<file path="config.mk">
export PLATFORM = sky130hd
export DESIGN_NAME = fetch_stage
export DESIGN_NICKNAME = d
export VERILOG_FILES = /design/src/rtl/riscv_pkg.sv /design/src/rtl/if_id_reg.sv /design/src/rtl/fetch_stage.sv
export SDC_FILE = /design/constraint.sdc
export NUM_CORES = 1
export LEC_CHECK = 0
export CAP_MARGIN = 20
export CORE_UTILIZATION = 46
export DETAILED_ROUTE_END_ITERATION = 10
export PLACE_DENSITY = 0.83
export SKIP_CTS_REPAIR_TIMING = 1
export SYNTH_ARGS = -nofsm -noshare
export SYNTH_HDL_FRONTEND = slang
export SYNTH_SLANG_ARGS = --single-unit
</file>
<file path="constraint.sdc">
create_clock -name clock -period 2.63 [get_ports clock]
set_input_delay 0.526 -clock clock [delete_from_list [all_inputs] [get_ports clock]]
set_output_delay 0.526 -clock clock [all_outputs]
set_load 0.05 [all_outputs]
</file>
<file path="src/rtl/riscv_pkg.sv">
// Shared definitions for the RV32 pipeline: bubble encoding, reset vector,
// fetch-stage state encoding and the control-flow opcodes the branch unit decodes.
package riscv_pkg;

    localparam logic [31:0] RV_NOP_INSTR = 32'h0000_0013;   // addi x0,x0,0
    localparam logic [31:0] RV_RESET_PC  = 32'h0000_0000;

    localparam logic [6:0] OPC_BRANCH = 7'h63;
    localparam logic [6:0] OPC_JAL    = 7'h6F;
    localparam logic [6:0] OPC_JALR   = 7'h67;

    typedef enum logic [1:0] {
        BOOT  = 2'd0,
        RUN   = 2'd1,
        FAULT = 2'd2
    } fetch_state_t;

    // Instruction addresses must be word aligned; only the two low bits matter.
    function automatic logic is_aligned(input logic [1:0] addr_lo);
        return addr_lo == 2'b00;
    endfunction

endpackage

</file>
<file path="src/rtl/if_id_reg.sv">
// IF/ID pipeline register: 32-bit PC, 32-bit instruction and a bubble flag.
// Flush (bubble load) wins over stall (hold), which wins over a normal load.
module if_id_reg
    import riscv_pkg::*;
#(
    parameter logic [31:0] NOP_INSTR = RV_NOP_INSTR
) (
    input  logic        clock,
    input  logic        reset,
    input  logic        flush,
    input  logic        stall,
    input  logic [31:0] next_pc,
    input  logic [31:0] next_instr,
    output logic [31:0] pc,
    output logic [31:0] instr,
    output logic        nop
);

    // NOTE: state uses non-blocking assignments so every register samples
    // pre-edge values; blocking here would create order-dependent races.
    always_ff @(posedge clock) begin
        if (reset || flush) begin
            pc    <= 32'h0000_0000;
            instr <= NOP_INSTR;
            nop   <= 1'b1;
        end else if (!stall) begin
            pc    <= next_pc;
            instr <= next_instr;
            nop   <= 1'b0;
        end
    end

endmodule

</file>
<file path="src/rtl/fetch_stage.sv">
// Instruction fetch: owns the PC, applies branch-unit redirects, inserts one
// bubble per redirect, honours hazard stalls and traps misaligned targets.
module fetch_stage
    import riscv_pkg::*;
#(
    parameter logic [31:0] RESET_PC    = RV_RESET_PC,
    parameter logic [31:0] NOP_INSTR   = RV_NOP_INSTR,
    parameter logic [31:0] COUNT_RESET = 32'h0000_0000
) (
    input  logic        clock,
    input  logic        reset,
    input  logic        PCsrc,
    input  logic [31:0] target,
    input  logic        stall,
    output logic [31:0] imem_addr,
    input  logic [31:0] imem_rdata,
    output logic [31:0] if_id_pc,
    output logic [31:0] if_id_instr,
    output logic        if_id_nop,
    output logic        fetch_fault,
    output logic [31:0] redirect_count
);

    fetch_state_t state;
    logic [31:0]  pc;
    logic [31:0]  count;
    logic         fault;
    logic         flush;

    // Outside RUN the register is always bubbled; inside RUN a redirect
    // flushes even when stall is high, because the flush overrides the hold.
    assign flush = (state != RUN) || PCsrc;

    if_id_reg #(
        .NOP_INSTR (NOP_INSTR)
    ) u_if_id (
        .clock      (clock),
        .reset      (reset),
        .flush      (flush),
        .stall      (stall),
        .next_pc    (pc),
        .next_instr (imem_rdata),
        .pc         (if_id_pc),
        .instr      (if_id_instr),
        .nop        (if_id_nop)
    );

    always_ff @(posedge clock) begin
        if (reset) begin
            state <= BOOT;
            pc    <= RESET_PC;
            fault <= 1'b0;
            count <= COUNT_RESET;
        end else begin
            case (state)
                BOOT: state <= RUN;
                RUN: begin
                    if (PCsrc) begin
                        if (is_aligned(target[1:0])) begin
                            pc    <= target;
                            count <= count + 32'd1;
                        end else begin
                            fault <= 1'b1;
                            state <= FAULT;
                        end
                    end else if (!stall) begin
                        pc <= pc + 32'd4;
                    end
                end
                FAULT: state <= FAULT;
                default: state <= BOOT;
            endcase
        end
    end

    assign imem_addr      = pc;
    assign fetch_fault    = fault;
    assign redirect_count = count;

endmodule
</file>
==> run notes <==
Notes on the flow run.

- The run finished with clean final reports.
- Summing all multi-input logic gate instances after layout gives 0.00300 mm2.
- The share of layout cells above drive strength 1 is 9.61%, for reference.
- The maximum buffer depth of the clock tree is 2, for reference.
- The net count of the mapped netlist is 753, for reference.
- At the pin with the least slew margin, the transition time is 0.731 ns.
- Synthesis produced a netlist whose cell count is 681.
- The primary flip-flop cell chosen by synthesis mapping is sky130_fd_sc_hd__dfxtp_1, for reference.
- The max-cap violation count is 0, for reference.
- The total power of the final layout is 5850 uW, for reference.
- The terminating pin of the worst hold path is fetch_fault, for reference.
- The mean routed wirelength per cell is 15.9 um, for reference.
- The power report attributes to the combinational group a share of 18.4%.
- The register-to-register setup slack is 0.28 ns, for reference.
- The post-route met1 wirelength is 7280 um, for reference.
- For this run, combinational gates with multiple inputs come to 486.
- The global-route wire length before repair is 26000 um, for reference.
- The achievable frequency is 0.425 GHz, for reference.
- After layout, the setup clock skew is reported as 0.00558 ns.
- Dividing the final minimum period by the clock period gives 89.5%.
- The launch point of the worst min-delay path is recorded as fetch_fault.
- The overall fraction of global-route tracks in use is 25.1%, for reference.
- Once routing completed, OpenROAD measured the worst setup slack at 0.275 ns.
- The critical path buffer and inverter count is 1, for reference.
- In this run the top signal layer used is met4.
- The remaining routing DRC violations is 0, for reference.
- The static leakage is 0.00317 uW, for reference.
- Yosys stat counts 681 cells in the synthesized netlist.
- The arrival time reported for the critical path endpoint is 1.83 ns, for reference.
- The total length of routed met3 wires is 1200 um, for reference.
- The yosys synthesis chip area is 0.00591 mm2, for reference.
- Per the summary, power density relative to cell area is 666 mW/mm2.
- The count of clock-net buffers in the final layout is 17, for reference.
- Clock tree buffers and inverters occupy 7.46% of the routed design's cell area.
- The filler-free cell count of the finished design is 1067, for reference.
- The detail route stage leaves a number of antenna-violating nets equal to 0.
- The initial antenna violation count is 0, for reference.
- The met1 track demand over resource in global routing is 31.7%, for reference.
- The area share of xor/xnor cells in the synthesized design is 3.55%, for reference.
- The master of the slowest instance on the critical path is sky130_fd_sc_hd__clkdlybuf4s50_1, for reference.
- After synthesis, the cell types taking the most area are sky130_fd_sc_hd__dfxtp_1, sky130_fd_sc_hd__mux2i_1, sky130_fd_sc_hd__nor2_1.
- The synthesized netlist occupies a cell area of 0.00591 mm2.
- The fraction of registers with async set/reset is 0%, for reference.
- The final setup violation count is 0, for reference.
- The design has 132 sequential cells.
- The number of synthesis warnings is 0, for reference.
- The die is 115 um tall.
- The violation tally from detailed-route iteration zero is 359, for reference.
- The script computed the net switching share of total power as 28.2%.
- For the worst flop-to-flop path, the logic depth is 6.
- The count of final max-slew check failures is 0, for reference.
- Counting every sink on the clock net gives 132.
- Across the placement rows, the number of tap cells is 172.
- The wire-length estimate of the detail-placed layout is 11800 um.
- After detailed routing, the met2 layer carries 7970 um of wire.
- The H-tree depth reported by CTS is 4, for reference.
- The worst setup path is captured at a primary output.
- The launch point of the critical path was reported as imem_addr[22].
- The share of cell area taken by muxes after synthesis is 11.6%, for reference.
- The number of antenna diodes in the final layout is 0.
- The tally of buffers added on design ports is 197, for reference.
- The cell type with the highest aggregate area in the netlist is sky130_fd_sc_hd__dfxtp_1, for reference.
- The synthesized netlist devotes 0.846% of its cell area to adder and majority cells.
- In this run, power in the clock network comes to 2590 uW.
- The total number of placement rows is 41, for reference.
- The leading cell category by total area is logic gates, for reference.
- Grouping stages by cell kind, the critical path spends the most delay in buffers and inverters.
- The AND-OR/OR-AND share of the synthesized area is 10.1%, for reference.
- The flop and latch count out of synthesis is 132, for reference.
- The layout report gives the multi-input gate share of total cell area as 34.2%.
- The critical-path maximum fanout is 8, for reference.
- After layout the signal buffers, clock cells excluded, come to 25.2% of cell area.
- The internal portion of total power is 4200 uW, for reference.
- The die outline width is 115 um, for reference.
- The global-route met2 utilization is 39.6%, for reference.
- Looking at the group totals, the largest power group turns out to be the clock network.
- The net switching power in the latest report is 1650 uW.
- The number of nets in the layout is 954, for reference.
- The required time reported for the critical path endpoint is 2.10 ns, for reference.
- The pre-CTS setup check shows a worst slack of -0.0740 ns.
- The source of the worst register-to-register timing path is imem_addr[2], for reference.
- Setup repair after global routing left no endpoint under its margin.
- The worst setup path category is flip-flop to primary output, for reference.
- Per the timing report, the most critical flop-to-flop path finishes at imem_addr[28].
- After routing the design area is 0.00879 mm2.
- The worst hold path stage count is 2, for reference.
- The number of global-route vias before repair is 5104, for reference.
- Per STA, the highest per-stage delay on the worst path measures 0.91 ns.
- The clock share of power is 44.2%, for reference.
- The path class of the lowest-slack min-delay path is flip-flop to flip-flop, for reference.
- Summed over all layers, the global routing overflow is 0.
- Dividing the synthesized area by the synthesized cell count gives 8.68 um2.
- The routability congestion estimate is 0.855, for reference.
- Walking the worst path, the cells encountered are clkdlybuf4s50_1.
- The endpoint of the worst setup timing path is imem_addr[22], for reference.
- For this configuration, the core starts out at a cell density of 47.0%.
- The area added between synthesis and finish is 48.7%, for reference.
- The most critical hold endpoint after final layout shows a slack of 0.458 ns.
- The most used routing layer in global routing is met2, for reference.
- STA classifies the critical path startpoint as a flip-flop.
- After synthesis, the largest family of logic cells by area is simple AND/OR/NAND/NOR gates.
- In this run, synthesis inferred 0 flip-flops with an integrated enable.
- The basic-gate share of the synthesized area counting and, or, nand and nor cells is 24.7%, for reference.
- The script logs the ratio of routed vias to standard cells as 5.36.
- The warning total across the stage logs is 27, for reference.
- Per the final timing report, the hold violations number 0.
- The combinational power is 1080 uW, for reference.
- According to the report, the first pass of detailed routing completed in 5 iterations.
- Clock tree synthesis inserted a total of 17 buffers.
- The met3 routing resource usage after global routing is 6.27%, for reference.
- After synthesis, flip-flops and latches occupy 44.7% of the total area.
layout by cell type, fill, tap and decap left out, types with 3 or more instances in the layout:
cell                              synthesis  layout
sky130_fd_sc_hd__and4_1                   3       3
sky130_fd_sc_hd__or4_1                    6       6
sky130_fd_sc_hd__o22ai_1                  4       4
sky130_fd_sc_hd__nor2b_1                  4       4
sky130_fd_sc_hd__buf_4                    4      32
sky130_fd_sc_hd__xor2_1                   5       5
sky130_fd_sc_hd__nand3b_1                 4       4
sky130_fd_sc_hd__a22oi_1                  4       4
sky130_fd_sc_hd__a31oi_1                  8       8
sky130_fd_sc_hd__or3_1                   14      14
sky130_fd_sc_hd__nand3_1                 30      30
sky130_fd_sc_hd__nand4_1                 16      16
sky130_fd_sc_hd__and3_1                  14      14
sky130_fd_sc_hd__nand2_1                 42      41
sky130_fd_sc_hd__bufinv_16                0       5
sky130_fd_sc_hd__nand3_2                  3       3
sky130_fd_sc_hd__nor2_1                 118     118
sky130_fd_sc_hd__clkinvlp_4               0       3
sky130_fd_sc_hd__o21ai_0                 21      21
sky130_fd_sc_hd__mux2i_1                 66      66
sky130_fd_sc_hd__clkdlybuf4s50_1          0     194
sky130_fd_sc_hd__a21oi_1                 29      29
sky130_fd_sc_hd__inv_1                   16      16
sky130_fd_sc_hd__clkbuf_16                0      17
sky130_fd_sc_hd__nor3_1                  12      12
sky130_fd_sc_hd__nand2b_1                 3       3
sky130_fd_sc_hd__o211ai_1                 7       7
sky130_fd_sc_hd__dfxtp_1                132     130
sky130_fd_sc_hd__xnor2_1                 19      19
sky130_fd_sc_hd__a21o_1                   4       4
sky130_fd_sc_hd__and2_1                   3       3
sky130_fd_sc_hd__ha_1                     4       4
sky130_fd_sc_hd__nor4_1                  12      12
sky130_fd_sc_hd__clkinv_4                 0       5
Routed metal per tile:
The die is cut into 23 by 23 equal tiles; black is low, pale yellow is high, scaled to the fullest tile. Values are wire area over tile area, all layers added.
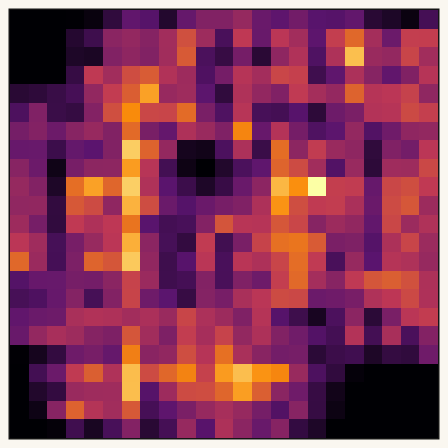
tiles over half the peak: 22%
mean over tiles: 0.21
emptiest ninth of the die: south-east
fullest tile: 0.59
nearly empty tiles: 7.9%
Total Wirelength: 17000 um
total vias in the final route: 5722

Sequential cells coloured by netlist name:
Other sequential cells in the stronger grey, the rest of the logic in the fainter grey.
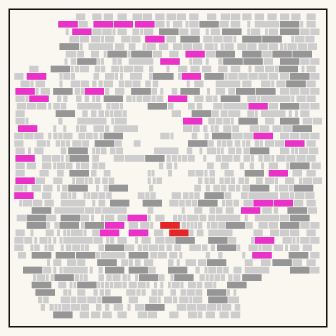
| name in the netlist | colour | sequential cells |
|---|---|---|
| `state` | red | 2 |
| `u_if_id.pc` | magenta | 32 |
not coloured: 98
register cell area after layout: 0.00265 mm2
sequential power: 2190 uW
final core area utilization: 70.0%
sequential share of cell area: 30.1%

Power and IR drop assume default switching activity.
